==> config.mk <==
export PLATFORM = sky130hd
export DESIGN_NAME = cache_wb_arbiter_flat
export DESIGN_NICKNAME = d
export VERILOG_FILES = /design/src/rtl/cache_wb_arbiter_if.sv /design/src/rtl/cache_wb_arbiter.sv /design/src/flat_wrapper.sv
export SDC_FILE = /design/constraint.sdc
export NUM_CORES = 1
export LEC_CHECK = 0
export ABC_AREA = 1
export CAP_MARGIN = 20
export CORE_AREA = 2 2 126 128
export DETAILED_ROUTE_END_ITERATION = 10
export DIE_AREA = 0 0 128 130
export PLACE_DENSITY = 0.54
export SETUP_SLACK_MARGIN = 0.3
export SLEW_MARGIN = 20
export SYNTH_ARGS = -nofsm -noshare
export SYNTH_HDL_FRONTEND = slang
export SYNTH_SLANG_ARGS = --single-unit
==> constraint.sdc <==
create_clock -name i_clk -period 1.8 [get_ports i_clk]
set_input_delay 0.27 -clock i_clk [delete_from_list [all_inputs] [get_ports i_clk]]
set_output_delay 0.27 -clock i_clk [all_outputs]
set_load 0.02 [all_outputs]
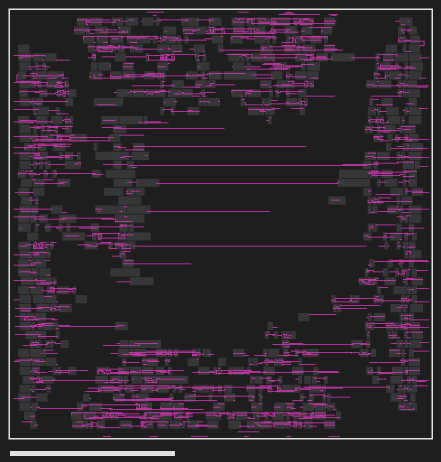
run_1/layer_met1.png
Scale bar: 50 um.
longest straight run: 72.2 um
wire length on this layer: 4270 um
met1 Use GR: 12.5%
via count: 3346

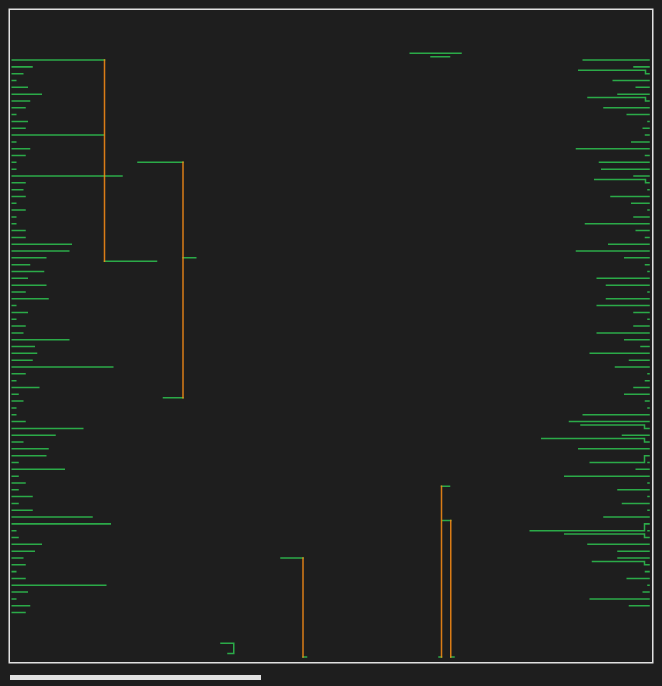
run_1/wires.png
Scale bar: 50 um. Only two layers are drawn.
legend:
  metal 4:
    color: orange
    wire_length: 168 um
  metal 3:
    color: green
    wire_length: 959 um
total track usage: 11.4%
drt total wl: 11300 um
WL/cell: 12.2 um

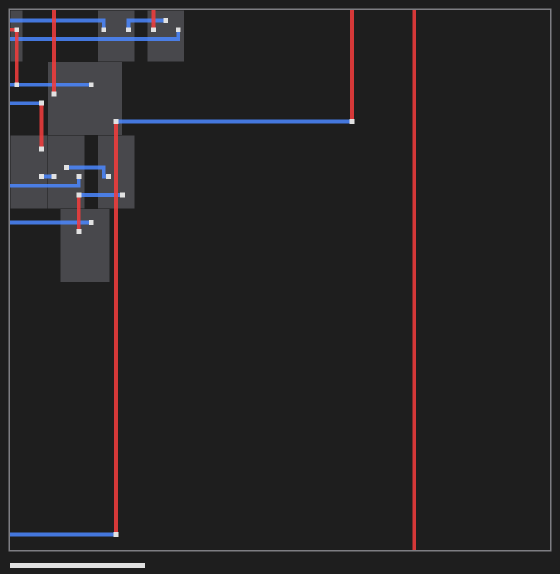
run_1/detail.png
Scale bar: 5 um. Region (86, 88) to (106, 108) um. Cells in gray, sequential cells in the stronger gray; small squares are vias.
legend:
  metal 2:
    color: red
  metal 1:
    color: blue
sequential cells in the window: 0
most frequent: nand2_1 (3)
cells with their middle in the window: 6

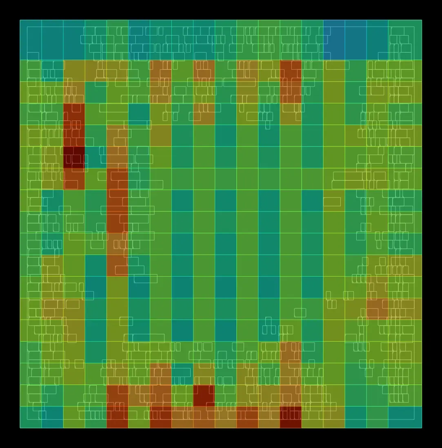
run_1/congestion.png
Util after Layout: 35.6%
met3 GRT Util: 2.91%
met2 usage: 21.7%
GR peak layer: met2

==> flow_metrics.env, run 1 <==
# physical design summary
export IMPL_syn_cell_area_mm2=0.00164
export IMPL_p_seq_uw=167
export IMPL_drt_initial_drc_count=120
export IMPL_maxCapViolCount=0
export IMPL_p_clk_share_pct=4.6
export IMPL_p_comb_share_pct=93.3
export IMPL_numCtsBuffers=3
export IMPL_cp_end_kind="primary output"
export IMPL_largest_register_ffs=2
export IMPL_hold_path_class="in -> async"
export IMPL_powerDensity_mw_per_mm2=1450
export IMPL_pin_count=322
export IMPL_finalClockPeriodUsage_pct=96.0
export IMPL_finalSetupTns_ns=0
export IMPL_fp_util_pct=10.7
export IMPL_status="completed"
export IMPL_via_per_inst=3.63
export IMPL_cts_resized=460
export IMPL_ys_ff=3
export IMPL_die_y_um=130
export IMPL_yosys_warnings=0
export IMPL_drc=0
export IMPL_start_kind="register"
export IMPL_dieArea_mm2=0.0166
export IMPL_grt_pass1_vias=2889
export IMPL_power_mw=7.93
export IMPL_layout_setup_ws_ns=0.0718
export IMPL_seqPwrFrac_pct=2.1
export IMPL_fmax_mhz=579
export IMPL_fin_skew_ns=0.00186
export IMPL_clockBufferDepth=2
export IMPL_yosys_area_mm2=0.00164
export IMPL_ys_cells=389
export IMPL_leakage_nw=3.19
export IMPL_period_needed_ns=1.73
export IMPL_synth_distinct_cells=14
export IMPL_clkSlewWorstSetupHoldPaths_ns=0.03
export IMPL_worstPathRequired_ns=1.53
## run 1: synthesized netlist by cell type
cell / count / area share [%]
nand2_1: 285 / 65
inv_1: 70 / 16
buf_6: 9 / 6.2
buf_4: 6 / 2.7
clkbuf_1: 5 / 1.1
buf_2: 3 / 0.91
dfrtp_1: 3 / 4.6
o21ai_0: 2 / 0.61
inv_4: 1 / 0.38
inv_6: 1 / 0.53
nand2_4: 1 / 0.69
nand3_1: 1 / 0.30
nand4_1: 1 / 0.38
o211ai_1: 1 / 0.46
## run 1: metal layers
layer	global-route usage [%]	up-vias	wire (um)
met5	0	-	0
met4	3.36	0	167
met3	2.91	11	958
met2	21.7	178	5880
met1	12.5	1395	4270
li1	-	1762	-
## run 1: critical path, delay by kind of cell (launching register included)
| kind | cells | cell delay [ns] |
|---|---|---|
| buf+inv | 4 | 0.67 |
| flops | 1 | 0.50 |
| simple gates | 1 | 0.05 |
## run 1: layout by cell type, fill, tap and decap left out, types with 3 or more instances in the layout
cell and count:
nand2_4 8, clkbuf_2 33, buf_2 11, nand2_1 241
clkdlybuf4s15_2 11, clkbuf_16 5, nand2_2 36, inv_1 66
buf_6 63, buf_16 3, buf_12 7, inv_2 3
buf_8 4, clkdlybuf4s50_1 178, dlygate4sd2_1 3, buf_4 43
## run 1: kinds of logic (layout without fill, tap and decap cells)
family	after synthesis	in the layout	synth area share [%]
AOI/OAI and AO/OA	3	3	1.07
and+or+nand+nor	288	288	66.5
buffers and inverters	95	435	27.9
DFF	3	3	4.57
## run 1: layout make-up
class	instances	area [um^2]
clock buffers	4	78.8
fillers	1661	9940
inverters	72	288
multi-input cells	291	1270
flip-flops and latches	3	80.1
well taps	192	240
repair buffers	358	3520
repair inverters	1	16.3
run_1/metal_density.png
26 x 26 tiles, from white (low) to dark blue (high), scaled to the fullest tile. Values are wire area over tile area, all layers added.
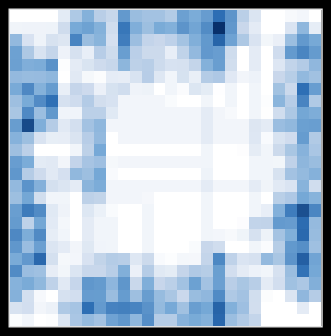

--- run 2 (diff from run 1) ---
GPL_TIMING_DRIVEN = 0   (was unset)
MAX_ROUTING_LAYER = met4   (was unset)
SLEW_MARGIN = 10   (was 20)
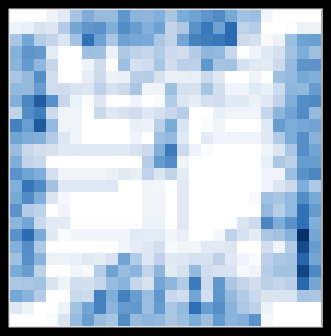
run_2/metal_density.png
26 x 26 tiles, from white (low) to dark blue (high), scaled to the fullest tile. Values are wire area over tile area, all layers added.
fullest tile: 0.41
nearly empty tiles: 20%
mean over tiles: 0.11
drt total wl: 10900 um
total track usage: 12.3%
via count: 3270

==> run 2 against run 1 <==
  * Core utilization shrank 2.0 points
  * Die area unchanged
  * Hold slack improved by 0.0041 ns
  * Setup slack better by 0.054 ns
  * Clock power shrank 3%
  * Routed wire length decreased by 3.1%
  * Via count is 2.3% lower
  * Largest cell class unchanged
  * Largest power group unchanged
==> flow_metrics.env, run 2 <==
# physical design summary
export IMPL_status="completed"
export IMPL_layout_setup_ws_ns=0.126
export IMPL_maxCapViolCount=0
export IMPL_yosys_area_mm2=0.00164
export IMPL_wl_per_cell_um=11.9
export IMPL_synth_most_common_cell="nand2_1"
export IMPL_adder_share_pct=0
export IMPL_hold_path_class="in -> async"
export IMPL_start_kind="register"
export IMPL_synth_distinct_cells=14
export IMPL_p_clk_share_pct=4.8
export IMPL_ys_sh_xor_pct=0
export IMPL_grt_pass1_vias=3067
export IMPL_lay_top_cells="nand2_1 (269), clkdlybuf4s50_1 (178), buf_4 (93), inv_1 (70), buf_2 (24)"
export IMPL_period_needed_ns=1.67
export IMPL_power_mw=7.39
export IMPL_aoi_share_pct=1.07
export IMPL_fillers=1729
export IMPL_powerDensity_mw_per_mm2=1420
export IMPL_edf_count=0
export IMPL_wl_met2_um=5720
export IMPL_via_per_inst=3.55
export IMPL_p_comb_share_pct=93.4
export IMPL_ys_cells=389
export IMPL_synth_area_leader_cell="nand2_1"
export IMPL_ys_ff=3
export IMPL_finalSetupTns_ns=0
export IMPL_fin_skew_ns=0.0000440
export IMPL_clkSlewWorstSetupHoldPaths_ns=0.03
export IMPL_largest_register_ffs=2
export IMPL_ff_type="dfrtp_1"
export IMPL_dieArea_mm2=0.0166
export IMPL_top_logic_kind="simple AND/OR/NAND/NOR gates"
export IMPL_syn_cell_area_mm2=0.00164
export IMPL_post_route_util_pct=33.6
export IMPL_routed_wl_met3_um=840
export IMPL_cp_end_kind="primary output"
export IMPL_drc=0
export IMPL_drt_initial_drc_count=70
export IMPL_pin_count=322
export IMPL_fmax_mhz=597
export IMPL_numCtsBuffers=3
export IMPL_top_cells_by_count="nand2_1 (285), inv_1 (70), buf_6 (9)"
export IMPL_flop_area_um2=76.3
export IMPL_seqPwrFrac_pct=1.8
export IMPL_top_layer="met4"
export IMPL_synth_top_area_share_pct=65.1
export IMPL_leakage_nw=3.16
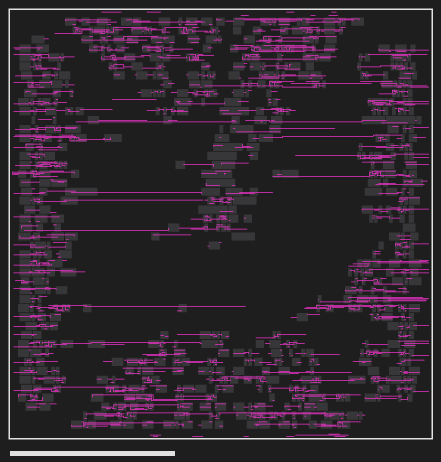
run_2/layer_met1.png
Scale bar: 50 um.
nets with wire on the layer: 780
main direction: horizontal
wire length on this layer: 4320 um
share of all routed wire: 40%
longest straight run: 48.8 um
met1 Use GR: 13.2%

==> run 2: cell counts after synthesis <==
No cell type changed its count.
==> run 2: layer usage <==
metal | vias up | track usage [%]
met5 | - | -
met3 | 4 | 2.79
li1 | 1769 | -
met4 | 0 | 1.94
met1 | 1332 | 13.2
met2 | 165 | 23.7
==> run 2: power by group through the flow <==
stage	Combinational, mW	Clock (mW)	Sequential (mW)
after detailed placement	6.57	0	0.125
after floorplan	3.31	0	0.150
after global routing	7.45	0.370	0.132
after global placement	6.60	0	0.125
after CTS	6.88	0.361	0.128
final	6.90	0.357	0.130
==> run 2: logic make-up after synthesis <==
kind of cell    Yosys count
compound gates            3
buf+inv                  95
flops                     3
simple gates            288
==> run 2: area by class of cell <==
class | count | area share [%]
Clock buffer | 4 | 1.52
Inverter | 72 | 5.55
Tap cell | 192 | 4.63
Multi-Input combinational cell | 291 | 22.8
Sequential cell | 3 | 1.47
Timing Repair inverter | 1 | 0.169
Buffer | 23 | 5.87
Timing Repair Buffer | 336 | 58.0
==> run 2: metrics by stage <==
step | instances | area (um^2)
floorplan | 389 | 1640
global placement | 902 | 5100
detailed placement | 902 | 5100
CTS | 916 | 5360
global route | 922 | 5180
finish | 922 | 5180
==> run 2: what timing repair did <==
item / in CTS / in global routing
gates resized: 588 / 122
pin swaps: 1 / 1
cloned: 3 / 1
setup buffers: 7 / 5
setup endpoints to repair: 143 / 143
==> run 2: worst max-delay path: stages (launching register included) <==
cell	delay [ns]
dfrtp_1	0.37
buf_6	0.15
inv_6	0.07
nand2_8	0.07
inv_12	0.09
buf_8	0.13
nand2_1	0.09
nand2_1	0.07
buf_4	0.13
Power is estimated from default activity; no workload was simulated.
